$ cat config.mk
export PLATFORM = sky130hd
export DESIGN_NAME = mips_decode_exec
export DESIGN_NICKNAME = d
export VERILOG_FILES = /design/src/rtl/mips_pkg.sv /design/src/rtl/mips_regfile.sv /design/src/rtl/mips_decode_exec.sv
export SDC_FILE = /design/constraint.sdc
export NUM_CORES = 2
export LEC_CHECK = 0
export CAP_MARGIN = 10
export CELL_PAD_IN_SITES_DETAIL_PLACEMENT = 1
export CELL_PAD_IN_SITES_GLOBAL_PLACEMENT = 1
export CORE_MARGIN = 3
export CORE_UTILIZATION = 29
export CTS_CLUSTER_DIAMETER = 150
export DETAILED_ROUTE_END_ITERATION = 8
export PLACE_DENSITY = 0.55
export SYNTH_ARGS = -nofsm -noshare
export SYNTH_HDL_FRONTEND = slang
export SYNTH_SLANG_ARGS = --single-unit
$ cat constraint.sdc
create_clock -name clk -period 4.1 [get_ports clk]
set_input_delay 1.025 -clock clk [delete_from_list [all_inputs] [get_ports clk]]
set_output_delay 1.025 -clock clk [all_outputs]
set_load 0.005 [all_outputs]
$ cat src/rtl/mips_pkg.sv
// Shared definitions for the tinycpu decode/execute stage: encodings, FSM states,
// register names and the instruction decoder.
package mips_pkg;

  localparam logic [5:0] OP_RTYPE = 6'h00;
  localparam logic [5:0] OP_ADDI  = 6'h08;
  localparam logic [5:0] OP_ADDIU = 6'h09;
  localparam logic [5:0] OP_SLTI  = 6'h0A;
  localparam logic [5:0] OP_ANDI  = 6'h0C;
  localparam logic [5:0] OP_ORI   = 6'h0D;
  localparam logic [5:0] OP_XORI  = 6'h0E;

  localparam logic [5:0] FN_ADD  = 6'h20;
  localparam logic [5:0] FN_ADDU = 6'h21;
  localparam logic [5:0] FN_SUB  = 6'h22;
  localparam logic [5:0] FN_SUBU = 6'h23;
  localparam logic [5:0] FN_AND  = 6'h24;
  localparam logic [5:0] FN_OR   = 6'h25;
  localparam logic [5:0] FN_XOR  = 6'h26;
  localparam logic [5:0] FN_NOR  = 6'h27;
  localparam logic [5:0] FN_SLT  = 6'h2A;
  localparam logic [5:0] FN_SLTU = 6'h2B;

  localparam logic [4:0] ZERO = 5'd0,  AT = 5'd1,  V0 = 5'd2,  V1 = 5'd3;
  localparam logic [4:0] A0   = 5'd4,  A1 = 5'd5,  A2 = 5'd6,  A3 = 5'd7;
  localparam logic [4:0] T0   = 5'd8,  T1 = 5'd9,  T2 = 5'd10, T3 = 5'd11;
  localparam logic [4:0] T4   = 5'd12, T5 = 5'd13, T6 = 5'd14, T7 = 5'd15;
  localparam logic [4:0] S0   = 5'd16, S1 = 5'd17, S2 = 5'd18, S3 = 5'd19;
  localparam logic [4:0] S4   = 5'd20, S5 = 5'd21, S6 = 5'd22, S7 = 5'd23;
  localparam logic [4:0] T8   = 5'd24, T9 = 5'd25, K0 = 5'd26, K1 = 5'd27;
  localparam logic [4:0] GP   = 5'd28, SP = 5'd29, FP = 5'd30, RA = 5'd31;

  typedef enum logic [2:0] {
    IDLE     = 3'd0,
    FETCH    = 3'd1,
    EXEC     = 3'd2,
    WB       = 3'd3,
    WAIT_ACK = 3'd4
  } state_t;

  typedef enum logic [3:0] {
    ALU_ADD, ALU_ADDU, ALU_SUB, ALU_SUBU,
    ALU_AND, ALU_OR, ALU_XOR, ALU_NOR,
    ALU_SLT, ALU_SLTU, ALU_ILL
  } alu_op_t;

  typedef struct packed {
    alu_op_t    alu_op;
    logic       use_imm;
    logic       imm_sext;
    logic [4:0] dest;
  } decode_t;

  // addi maps to ALU_ADD and addiu to ALU_ADDU so that only the trapping forms share an op.
  function automatic decode_t mips_decode(input logic [5:0] opcode, input logic [5:0] funct,
                                          input logic [4:0] rt, input logic [4:0] rd);
    decode_t d;
    d.alu_op   = ALU_ILL;
    d.use_imm  = 1'b1;
    d.imm_sext = 1'b0;
    d.dest     = rt;
    case (opcode)
      OP_RTYPE: begin
        d.use_imm = 1'b0;
        d.dest    = rd;
        case (funct)
          FN_ADD:  d.alu_op = ALU_ADD;
          FN_ADDU: d.alu_op = ALU_ADDU;
          FN_SUB:  d.alu_op = ALU_SUB;
          FN_SUBU: d.alu_op = ALU_SUBU;
          FN_AND:  d.alu_op = ALU_AND;
          FN_OR:   d.alu_op = ALU_OR;
          FN_XOR:  d.alu_op = ALU_XOR;
          FN_NOR:  d.alu_op = ALU_NOR;
          FN_SLT:  d.alu_op = ALU_SLT;
          FN_SLTU: d.alu_op = ALU_SLTU;
          default: d.alu_op = ALU_ILL;
        endcase
      end
      OP_ADDI:  begin d.alu_op = ALU_ADD;  d.imm_sext = 1'b1; end
      OP_ADDIU: begin d.alu_op = ALU_ADDU; d.imm_sext = 1'b1; end
      OP_SLTI:  begin d.alu_op = ALU_SLT;  d.imm_sext = 1'b1; end
      OP_ANDI:  d.alu_op = ALU_AND;
      OP_ORI:   d.alu_op = ALU_OR;
      OP_XORI:  d.alu_op = ALU_XOR;
      default:  d.alu_op = ALU_ILL;
    endcase
    return d;
  endfunction

endpackage

$ cat src/rtl/mips_regfile.sv
// NUM_REGS x DATA_W register file: two combinational reads, one synchronous write.
// Register 0 and indices >= NUM_REGS read as zero and ignore writes.
module mips_regfile
  import mips_pkg::*;
#(
  parameter int DATA_W   = 32,
  parameter int NUM_REGS = 32
) (
  input  logic              clk,
  input  logic              reset,
  input  logic [4:0]        ra_addr,
  output logic [DATA_W-1:0] ra_data,
  input  logic [4:0]        rb_addr,
  output logic [DATA_W-1:0] rb_data,
  input  logic              we,
  input  logic [4:0]        wa_addr,
  input  logic [DATA_W-1:0] wd
);
  localparam int AW = $clog2(NUM_REGS);

  logic [DATA_W-1:0] regs [NUM_REGS];

  function automatic logic live(input logic [4:0] a);
    return (a != ZERO) && (int'(a) < NUM_REGS);
  endfunction

  assign ra_data = live(ra_addr) ? regs[ra_addr[AW-1:0]] : '0;
  assign rb_data = live(rb_addr) ? regs[rb_addr[AW-1:0]] : '0;

  always_ff @(posedge clk) begin
    if (reset) begin
      for (int i = 0; i < NUM_REGS; i++) regs[i] <= '0;
    end else if (we && live(wa_addr)) begin
      regs[wa_addr[AW-1:0]] <= wd;
    end
  end

endmodule

$ cat src/rtl/mips_decode_exec.sv
// Single-issue decode/execute stage with DIR/ack_prev input and DOR/ack_from_next output handshakes.
// Build option OVERFLOW_TRAP_EN: signed overflow on add/addi/sub pulses trap and suppresses writeback.
//
// state    | meaning
// IDLE     | wait for DIR; accept a legal instruction or reject it with illegal
// FETCH    | read rs/rt into S/T
// EXEC     | compute result D
// WB       | write D back and raise DOR, or pulse trap and drop the result
// WAIT_ACK | hold DOR/data_out until ack_from_next
module mips_decode_exec
  import mips_pkg::*;
#(
  parameter int DATA_W   = 32,
  parameter int NUM_REGS = 32
) (
  input  logic              clk,
  input  logic              reset,
  input  logic              DIR,
  input  logic [31:0]       data_in,
  output logic              ack_prev,
  output logic              DOR,
  input  logic              ack_from_next,
  output logic [DATA_W-1:0] data_out,
  output logic              illegal,
  output logic              trap,
  output logic              busy
);
  state_t            state_q, state_d;
  decode_t           dec_in, dec_q;
  logic [4:0]        rs_q, rt_q;
  logic [15:0]       imm_q;
  logic [DATA_W-1:0] s_q, t_q, d_q, rd_s, rd_t;
  logic [DATA_W-1:0] imm_ext, op_b, sum, diff, alu_y;
  logic              in_legal, accept, trap_hit, wb_en;
  logic              ack_prev_d, illegal_d, dor_d, trap_d;
  logic [DATA_W-1:0] data_out_d;

  assign dec_in   = mips_decode(data_in[31:26], data_in[5:0], data_in[20:16], data_in[15:11]);
  assign in_legal = (dec_in.alu_op != ALU_ILL);
  assign accept   = (state_q == IDLE) && DIR && in_legal;
  assign busy     = (state_q != IDLE);

  mips_regfile #(.DATA_W(DATA_W), .NUM_REGS(NUM_REGS)) u_regfile (
    .clk     (clk),
    .reset   (reset),
    .ra_addr (rs_q),
    .ra_data (rd_s),
    .rb_addr (rt_q),
    .rb_data (rd_t),
    .we      (wb_en),
    .wa_addr (dec_q.dest),
    .wd      (d_q)
  );

  always_comb begin
    imm_ext = dec_q.imm_sext ? DATA_W'($signed(imm_q)) : DATA_W'(imm_q);
    op_b    = dec_q.use_imm ? imm_ext : t_q;
    sum     = s_q + op_b;
    diff    = s_q - op_b;
    alu_y   = '0;
    case (dec_q.alu_op)
      ALU_ADD, ALU_ADDU: alu_y = sum;
      ALU_SUB, ALU_SUBU: alu_y = diff;
      ALU_AND:           alu_y = s_q & op_b;
      ALU_OR:            alu_y = s_q | op_b;
      ALU_XOR:           alu_y = s_q ^ op_b;
      ALU_NOR:           alu_y = ~(s_q | op_b);
      ALU_SLT:           alu_y = DATA_W'($signed(s_q) < $signed(op_b));
      ALU_SLTU:          alu_y = DATA_W'(s_q < op_b);
      default:           alu_y = '0;
    endcase
  end

`ifdef OVERFLOW_TRAP_EN
  logic ovf_q, ovf_d;

  // Overflow: operands agree in sign (add) or differ (sub) and the result sign flips.
  always_comb begin
    ovf_d = 1'b0;
    case (dec_q.alu_op)
      ALU_ADD: ovf_d = (s_q[DATA_W-1] == op_b[DATA_W-1]) && (sum[DATA_W-1] != s_q[DATA_W-1]);
      ALU_SUB: ovf_d = (s_q[DATA_W-1] != op_b[DATA_W-1]) && (diff[DATA_W-1] != s_q[DATA_W-1]);
      default: ovf_d = 1'b0;
    endcase
  end

  always_ff @(posedge clk) begin
    if (reset)                 ovf_q <= 1'b0;
    else if (state_q == EXEC)  ovf_q <= ovf_d;
  end

  assign trap_hit = ovf_q;
`else
  assign trap_hit = 1'b0;
`endif

  always_ff @(posedge clk) begin
    if (reset) begin
      state_q  <= IDLE;
      ack_prev <= 1'b0;
      illegal  <= 1'b0;
      DOR      <= 1'b0;
      trap     <= 1'b0;
      data_out <= '0;
    end else begin
      state_q  <= state_d;
      ack_prev <= ack_prev_d;
      illegal  <= illegal_d;
      DOR      <= dor_d;
      trap     <= trap_d;
      data_out <= data_out_d;
    end
  end

  always_comb begin
    state_d = state_q;
    case (state_q)
      IDLE:     if (accept) state_d = FETCH;
      FETCH:    state_d = EXEC;
      EXEC:     state_d = WB;
      WB:       state_d = trap_hit ? IDLE : WAIT_ACK;
      WAIT_ACK: if (ack_from_next) state_d = IDLE;
      default:  state_d = IDLE;
    endcase
  end

  always_comb begin
    ack_prev_d = (state_q == IDLE) && DIR;
    illegal_d  = ack_prev_d && !in_legal;
    trap_d     = (state_q == WB) && trap_hit;
    wb_en      = (state_q == WB) && !trap_hit;
    dor_d      = DOR;
    data_out_d = data_out;
    if (wb_en) begin
      dor_d      = 1'b1;
      data_out_d = d_q;
    end else if ((state_q == WAIT_ACK) && ack_from_next) begin
      dor_d = 1'b0;
    end
  end

  always_ff @(posedge clk) begin
    if (reset) begin
      s_q <= '0;
      t_q <= '0;
      d_q <= '0;
    end else begin
      if (state_q == FETCH) begin
        s_q <= rd_s;
        t_q <= rd_t;
      end
      if (state_q == EXEC) d_q <= alu_y;
    end
  end

  always_ff @(posedge clk) begin
    if (accept) begin
      dec_q <= dec_in;
      rs_q  <= data_in[25:21];
      rt_q  <= data_in[20:16];
      imm_q <= data_in[15:0];
    end
  end

endmodule

==> run_results.csv <==
group,metric,value,unit
run_status,outcome,"finished, final reports clean",
power,max_vdd_drop,244,uV
synth,synth.cells.most_frequent,"edfxtp_1, and2_1, mux4_2, clkbuf_1, nor2_1",
worst_setup_path,timing.critical_path.slowest_cell_delay,0.42,ns
synth,edf_count,1061,
synth,postSynthSeqShare,52.7,%
drt,met3_length,16000,um
flow_run,cap_viol_max_count,0,
power,leakagePower,0.0266,uW
place,pre_cts_slack,0.0120,ns
power,power-top-group,"sequential cells",
final_timing,max_clock_freq,259,MHz
place,port_buffers,71,
synth,postSynth.topFlopCell,"edfxtp_1",
worst_setup_path,worstSetupStartpoint,"dec_q[6]",
power,p_int,22000,uW
worst_setup_path,critical_path_depth,16,
power,power.combinational.fraction,8.6,%
grt,grt_busiest_layer,"met2",
cells_and_area,antenna_cell_count,7,
worst_setup_path,reg2reg_slack,0.24,ns
grt,grtUsageMet1,27.1,%
synth,yosys.area.top_type,"edfxtp_1",
grt,grt_first_pass_wirelength,339000,um
synth,synthArstFlopShare,0,%
grt,grt_use_met3,3.60,%
power,totalPowerFinal,29000,uW
clock_network,clock-root-buffer,"clkbuf_16",
clock_network,insertion_delay,0.80,ns
worst_hold_path,holdCritPathClass,"flop to flop",
synth,fa_ha_area_share,2.07,%
cells_and_area,layout.cells.largest_class,"flip-flops and latches",
clock_network,cts_tree,"yes",
worst_hold_path,hold_path_end,"data_out[14]",
floorplanning,area_enclosed_by_the_die_boundary,233000,sq um
synth,synth_stat.cells,4740,
synth,syn-mean-instance-area,13.9,sq um
cells_and_area,final_nets,4931,
synth,post_synth_ao_oa_area_fraction,4.34,%
drt,wirelength,239000,um
floorplanning,die_width,483,um
worst_setup_path,timing.rr.start,"dec_q[6]",
final_timing,final.setup.tns,0,ns
drt,drt_pass1_iterations,8,
cells_and_area,layout.comb_gates.multi_input,3009,
clock_network,cts_buffers,143,
clock_network,holdBufCountCts,0,
drt,vias_per_cell,5.37,
Figure 1. Where the registers sit.
Bar = 100 um. Other sequential cells in the stronger gray, the rest of the logic in the fainter gray.
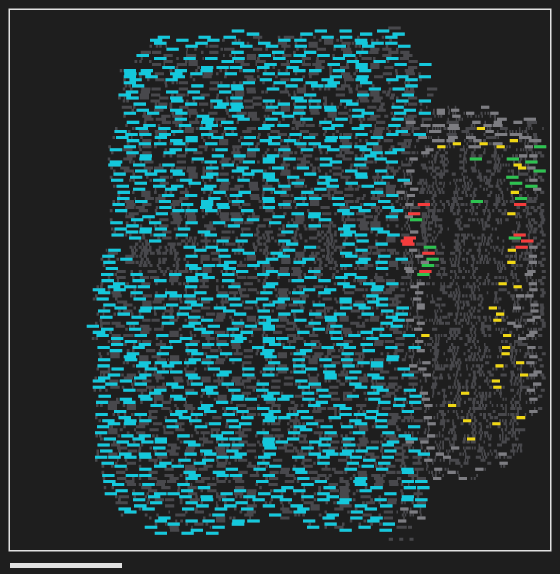
[`d_q`] yellow | sequential cells: 32
[`imm_q`] green | sequential cells: 16
[`dec_q`] red | sequential cells: 11 | where: east
[`u_regfile.regs`] cyan | sequential cells: 1024
not colored: 122
fraction of area in registers: 45.8%
core utilization of the finished layout: 33.7%

Figure 2. Cell sizes after repair.
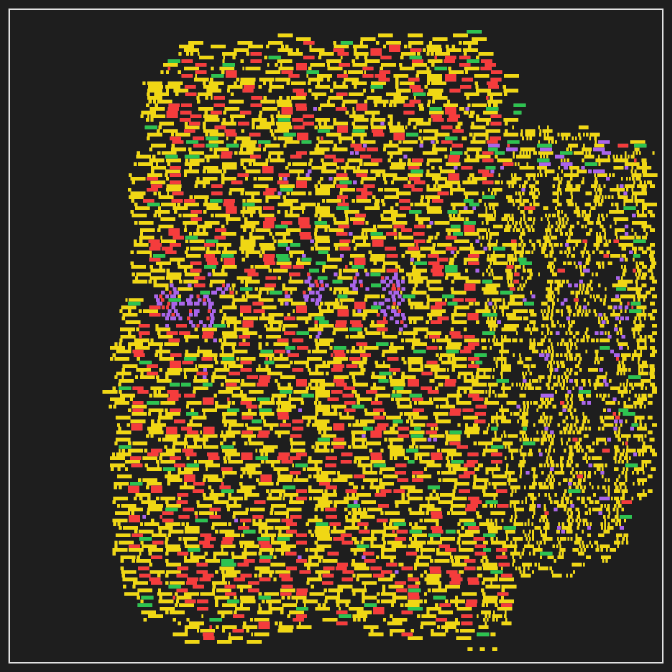
[_2 cells] red | cells: 720
[_6 and larger] green | cells: 210
[_3 and _4 cells] purple | cells: 251
[_0 and _1 cells] yellow | cells: 3721
Finished Cell Area: 75900 sq um
minimum setup slack in the final design: 0.243 ns
Area growth syn-to-layout: 15.2%

Figure 3. Wiring heat map.
The die is cut into 24 by 24 equal tiles; dark blue is low, red is high, scaled to the fullest tile. Values are wire area over tile area, all layers added.
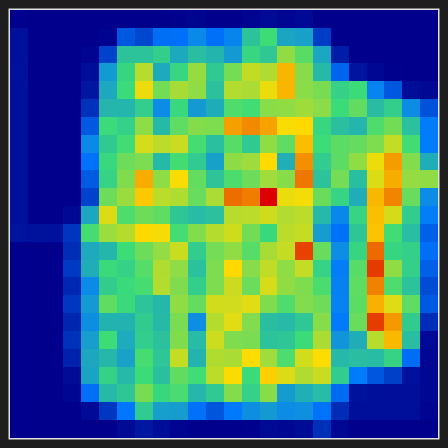
mean over tiles: 0.16
nearly empty tiles: 23%
densest ninth of the die: center
tiles over half the peak: 36%
total via count in the routed design: 42400
aggregate global-route resource usage: 20.5%
wire per inst: 30.3 um

Figure 4. Routed clock nets over the placement.
Bar = 100 um.
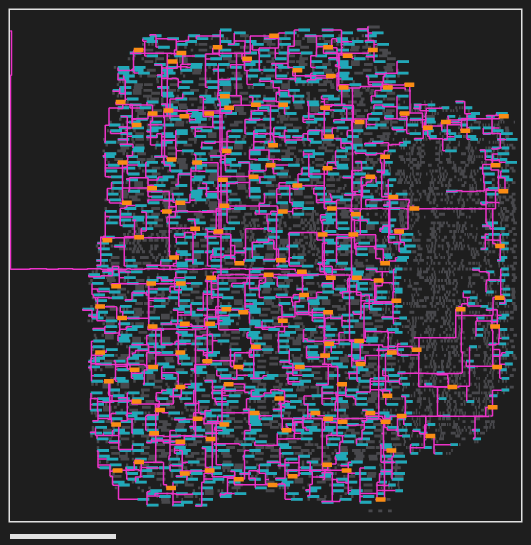
[flip-flops] cyan | count: 1205
[clock wires] magenta | length: 18800 um
[clock drivers] orange | count: 143
routed clock nets: 144

Figure 5. Cell outlines without signal wires.
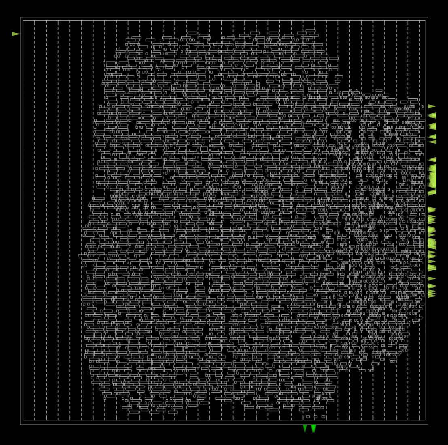
FILL cells: 23400
final standard cell count with taps included and fillers excluded: 7901
sequential cell count: 1205
tap cell count: 2992
area inside the core boundary: 225000 sq um

Power figures rest on the tool's default switching activity, not on a simulated workload.
